==> src/rtl/up_down_counter_pkg.sv <==
// -----------------------------------------------------------------------------
// up_down_counter_pkg
// Shared constants and types for the parameterised up/down counter.
//   MODE_WRAP / MODE_SAT : values for the counter's MODE_SAT parameter
//   PRESCALE_W           : width of the prescaler count register
//   action_e             : the single action taken on a falling edge,
//                          decoded in priority order clear > load > step > hold
// -----------------------------------------------------------------------------
package up_down_counter_pkg;

    localparam int MODE_WRAP  = 0;
    localparam int MODE_SAT   = 1;
    localparam int PRESCALE_W = 16;

    typedef enum logic [1:0] {
        ACT_HOLD  = 2'd0,
        ACT_STEP  = 2'd1,
        ACT_LOAD  = 2'd2,
        ACT_CLEAR = 2'd3
    } action_e;

endpackage : up_down_counter_pkg

==> src/rtl/up_down_counter_param_prescale_tick.sv <==
// -----------------------------------------------------------------------------
// prescale_tick
// Divides enabled falling edges of Clk_In by PRESCALE and flags the edge on
// which a count step should happen.
//   Clk_In   in  : clock, state advances on the falling edge
//   Reset_In in  : asynchronous active-high reset, returns the count to 0
//   i_clear  in  : synchronous return of the count to 0 (wins over i_enable)
//   i_enable in  : advance the count on this edge; hold when low
//   o_tick   out : high during the cycle whose falling edge is a step edge
// o_tick is combinational from the registered count so the consumer can act
// on the very edge where the count wraps back to 0.
// -----------------------------------------------------------------------------
module prescale_tick
    import up_down_counter_pkg::*;
#(
    parameter int PRESCALE = 1
) (
    input  logic Clk_In,
    input  logic Reset_In,
    input  logic i_clear,
    input  logic i_enable,
    output logic o_tick
);

    generate
        if (PRESCALE < 1 || PRESCALE > 65535) begin : g_bad_prescale
            $error("prescale_tick: PRESCALE must be in 1..65535");
        end
    endgenerate

    localparam logic [PRESCALE_W-1:0] LAST = PRESCALE_W'(PRESCALE - 1);

    logic [PRESCALE_W-1:0] r_count;
    logic                  w_at_last;

    assign w_at_last = (r_count == LAST);
    assign o_tick    = i_enable && w_at_last;

    always_ff @(negedge Clk_In or posedge Reset_In) begin
        if (Reset_In) begin
            r_count <= '0;
        end else if (i_clear) begin
            r_count <= '0;
        end else if (i_enable) begin
            if (w_at_last) begin
                r_count <= '0;
            end else begin
                r_count <= r_count + PRESCALE_W'(1);
            end
        end
    end

endmodule : prescale_tick

==> src/rtl/up_down_counter_param.sv <==
// -----------------------------------------------------------------------------
// up_down_counter_param
// Prescaled up/down counter over 0..MAX_COUNT with wrap or saturate at the
// limits. All state changes on the falling edge of Clk_In.
//   Clk_In             in  : clock (falling edge active)
//   Reset_In           in  : asynchronous active-high reset
//   Start_Stopb_In     in  : 1 = count, 0 = hold (prescaler holds too)
//   Up_Downb_In        in  : 1 = up, 0 = down, sampled on step edges only
//   Clear_In           in  : synchronous clear of count, prescaler, flags
//   Load_In            in  : synchronous load of min(Load_Value_In, MAX_COUNT)
//   Load_Value_In      in  : [WIDTH-1:0] load value
//   Count_Out          out : [WIDTH-1:0] registered count
//   Terminal_Count_Out out : one-cycle pulse after a boundary step
//   Overflow_Out       out : sticky boundary flag, cleared by clear/reset
// A boundary step is an up step at MAX_COUNT or a down step at 0, whether
// the count wraps or saturates.
// -----------------------------------------------------------------------------
module up_down_counter_param #(
    parameter int              WIDTH     = 8,
    parameter longint unsigned MAX_COUNT = (64'd1 << WIDTH) - 64'd1,
    parameter int              MODE_SAT  = 0,
    parameter int              PRESCALE  = 1
) (
    input  logic             Clk_In,
    input  logic             Reset_In,
    input  logic             Start_Stopb_In,
    input  logic             Up_Downb_In,
    input  logic             Clear_In,
    input  logic             Load_In,
    input  logic [WIDTH-1:0] Load_Value_In,
    output logic [WIDTH-1:0] Count_Out,
    output logic             Terminal_Count_Out,
    output logic             Overflow_Out
);

    // The package constant of the same name as the MODE_SAT parameter is
    // reached through an explicit scope so the two never shadow each other.
    generate
        if (WIDTH < 2 || WIDTH > 32) begin : g_bad_width
            $error("up_down_counter_param: WIDTH must be in 2..32");
        end
        if (MAX_COUNT < 64'd1 || MAX_COUNT > ((64'd1 << WIDTH) - 64'd1)) begin : g_bad_max
            $error("up_down_counter_param: MAX_COUNT must be in 1..2**WIDTH-1");
        end
        if (MODE_SAT != up_down_counter_pkg::MODE_WRAP &&
            MODE_SAT != up_down_counter_pkg::MODE_SAT) begin : g_bad_mode
            $error("up_down_counter_param: MODE_SAT must be 0 or 1");
        end
        if (PRESCALE < 1 || PRESCALE > 65535) begin : g_bad_prescale
            $error("up_down_counter_param: PRESCALE must be in 1..65535");
        end
    endgenerate

    localparam logic [WIDTH-1:0] MAX_V      = MAX_COUNT[WIDTH-1:0];
    localparam bit               SATURATE   = (MODE_SAT == up_down_counter_pkg::MODE_SAT);

    logic [WIDTH-1:0]            r_count;
    logic                        r_terminal;
    logic                        r_overflow;

    logic                        w_enable;
    logic                        w_tick;
    logic                        w_at_max;
    logic                        w_at_zero;
    logic                        w_boundary;
    logic [WIDTH-1:0]            w_step_value;
    logic [WIDTH-1:0]            w_load_value;
    up_down_counter_pkg::action_e w_action;

    // Load also restarts the prescaler, so both clear and load reset it and
    // neither lets it advance on that edge.
    assign w_enable = Start_Stopb_In && !Clear_In && !Load_In;

    prescale_tick #(
        .PRESCALE (PRESCALE)
    ) u_prescale (
        .Clk_In   (Clk_In),
        .Reset_In (Reset_In),
        .i_clear  (Clear_In || Load_In),
        .i_enable (w_enable),
        .o_tick   (w_tick)
    );

    always_comb begin
        w_action = up_down_counter_pkg::ACT_HOLD;
        if (Clear_In) begin
            w_action = up_down_counter_pkg::ACT_CLEAR;
        end else if (Load_In) begin
            w_action = up_down_counter_pkg::ACT_LOAD;
        end else if (w_tick) begin
            w_action = up_down_counter_pkg::ACT_STEP;
        end
    end

    assign w_at_max   = (r_count == MAX_V);
    assign w_at_zero  = (r_count == '0);
    assign w_boundary = Up_Downb_In ? w_at_max : w_at_zero;

    always_comb begin
        w_step_value = r_count;
        if (Up_Downb_In) begin
            if (w_at_max) begin
                w_step_value = SATURATE ? MAX_V : '0;
            end else begin
                w_step_value = r_count + WIDTH'(1);
            end
        end else begin
            if (w_at_zero) begin
                w_step_value = SATURATE ? '0 : MAX_V;
            end else begin
                w_step_value = r_count - WIDTH'(1);
            end
        end
    end

    assign w_load_value = (Load_Value_In > MAX_V) ? MAX_V : Load_Value_In;

    always_ff @(negedge Clk_In or posedge Reset_In) begin
        if (Reset_In) begin
            r_count    <= '0;
            r_terminal <= 1'b0;
            r_overflow <= 1'b0;
        end else begin
            case (w_action)
                up_down_counter_pkg::ACT_CLEAR: begin
                    r_count    <= '0;
                    r_terminal <= 1'b0;
                    r_overflow <= 1'b0;
                end
                up_down_counter_pkg::ACT_LOAD: begin
                    r_count    <= w_load_value;
                    r_terminal <= 1'b0;
                end
                up_down_counter_pkg::ACT_STEP: begin
                    r_count    <= w_step_value;
                    r_terminal <= w_boundary;
                    if (w_boundary) begin
                        r_overflow <= 1'b1;
                    end
                end
                default: begin
                    r_terminal <= 1'b0;
                end
            endcase
        end
    end

    assign Count_Out          = r_count;
    assign Terminal_Count_Out = r_terminal;
    assign Overflow_Out       = r_overflow;

endmodule : up_down_counter_param

==> config.mk <==
export PLATFORM = sky130hd
export DESIGN_NAME = up_down_counter_param
export DESIGN_NICKNAME = d
export VERILOG_FILES = /design/src/rtl/up_down_counter_pkg.sv /design/src/rtl/up_down_counter_param_prescale_tick.sv /design/src/rtl/up_down_counter_param.sv
export SDC_FILE = /design/constraint.sdc
export NUM_CORES = 1
export LEC_CHECK = 0
export CAP_MARGIN = 30
export CORE_MARGIN = 2
export CORE_UTILIZATION = 60
export DETAILED_ROUTE_END_ITERATION = 6
export GPL_TIMING_DRIVEN = 0
export PLACE_DENSITY = 0.85
export SYNTH_ARGS = -nofsm -noshare
export SYNTH_HDL_FRONTEND = slang
export SYNTH_SLANG_ARGS = --single-unit
==> constraint.sdc <==
create_clock -name Clk_In -period 4.19 [get_ports Clk_In]
set_input_delay 1.257 -clock Clk_In [delete_from_list [all_inputs] [get_ports Clk_In]]
set_output_delay 1.257 -clock Clk_In [all_outputs]
set_load 0.02 [all_outputs]
Figure 1. Routing congestion map.
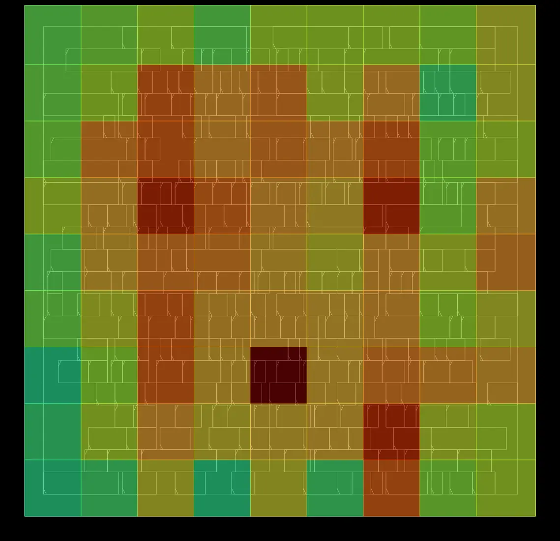
M2 GR Usage: 0.468
Top Usage Layer GRT: met1
Overall Global Routing Usage: 0.310
average wire length per cell after detail routing: 18.2 um

Figure 2. Gate-type map.
Scale: 10 px per um.
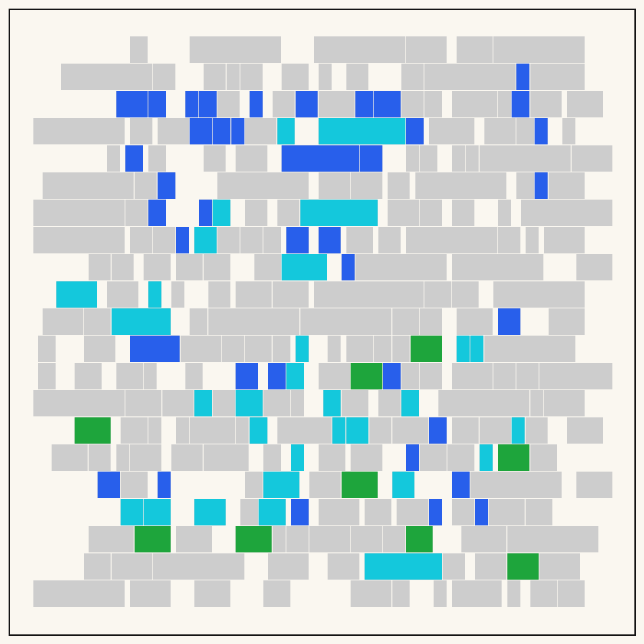
[cyan] nor cells | cells: 30 | most used: nor2_1
[blue] nand cells | cells: 39 | most used: nand3_1
[green] non-inverting ao/oa cells | cells: 9
highest-count logic cell in the final layout: sky130_fd_sc_hd__dfrtn_1
Layout Cells excl Fill: 323

Figure 3. Wiring heat map.
Scale: 6 px per um. The die is cut into 12 by 12 equal tiles; white is low, dark blue is high, scaled to the fullest tile. Values are wire area over tile area, all layers added.
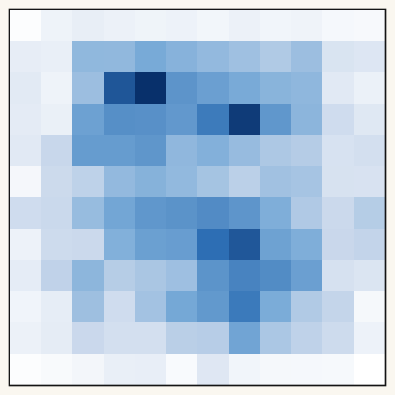
emptiest ninth of the die: lower left
mean over tiles: 0.25
fullest tile: 0.79
count of vias placed by the detailed router: 2,160
total wirelength of the detailed-routed design: 5.87 mm

Figure 4. A small window of the routed layout.
Window x 16 to 46, y 4 to 34 um. Cells in grey, sequential cells in the stronger grey; small squares are vias.
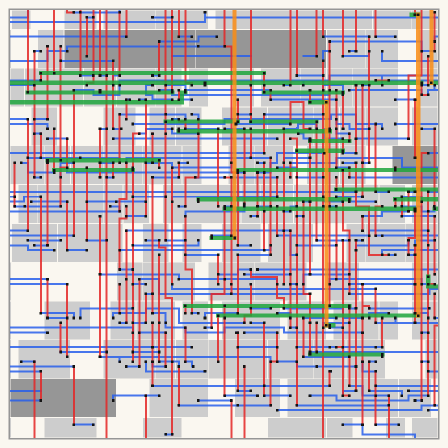
[orange] M4
[green] M3
[red] M2
[blue] M1
cells with their middle in the window: 88
most frequent: o21ai_0 (6), nand3_1 (5), nor3_1 (5)
netlist names of flops here include: `Count_Out` (2), `u_prescale.r_count` (1)
sequential cells in the window: 3

==> metrics.csv <==
stage,metric,value,unit
final_timing,setup_ws_post_layout,-0.130,ns
finish,flop_area,651,um2
critical_path,worst_reg2reg_endpoint,Count_Out[6],
power,power.net_switching,0.000199,W
floorplanning,design.portCount,24,
hold_path,worst_hold_path_type,register to register,
floorplanning,tap-cell-count,46,
final_timing,slew-limit-headroom,0.634,
power,share_seq_of_total_power,0.412,
finish,layout-drive-gt1-share,0.224,
logic_synthesis,edf_count,0,
hold_path,min_delay_path_depth,1,
critical_path,crit_chain,buf_6,
cts,clock_tree.buffer_depth,2,
power,comb_cell_power,0.000197,W
detailed_routing,remaining_antenna_violation_count_after_routing,0,
finish,utilization,0.778,
logic_synthesis,synthDominantCellAreaShare,0.317,
cts,cts-buffers-inserted,3,
finish,clock_buffers,3,
global_route,grt_max_degree,16,
logic_synthesis,yosysUniqueCellTypes,56,
detailed_routing,wl_met3,555,um
finish,area_share_nonclk_buffers,0.182,
finish,seqAreaFraction,0.253,
finish,num-nonclk-buffers,58,
finish,largest_reg_flops,16,
logic_synthesis,synth.ff_latch_count,26,
job,tool_warnings,32,
cts,cts.reportedPaths.clkPinSlew,0.10,ns
cts,cts_tree,done,
run_status,violations_in_the_final_reports,negative setup slack,
cts,clock_insertion_delay_worst_skew,0.33,ns
final_timing,setup_violations,10,
logic_synthesis,yosys_most_used_dff,sky130_fd_sc_hd__dfrtn_1,
finish,insertedDiodeCount,0,
detailed_routing,drt_iter0_markers,215,
cts,clock-root-buffer,sky130_fd_sc_hd__clkbuf_4,
critical_path,cp_data_required_time,2.93,ns
final_timing,final_hold_violating_endpoints,0,
critical_path,critPathBufInv,1,
critical_path,timing.critical_path.from_type,register,
finish,nFillCells,250,
place,hpwl,3.91,mm
power,pg_seq,0.000267,W
finish,numSequentialCells,26,
logic_synthesis,netlist.top_cell.by_instances,sky130_fd_sc_hd__dfrtn_1,
finish,comb_area_share,0.508,
run_status,status,finished with violations,
Power is estimated from default activity; no workload was simulated.
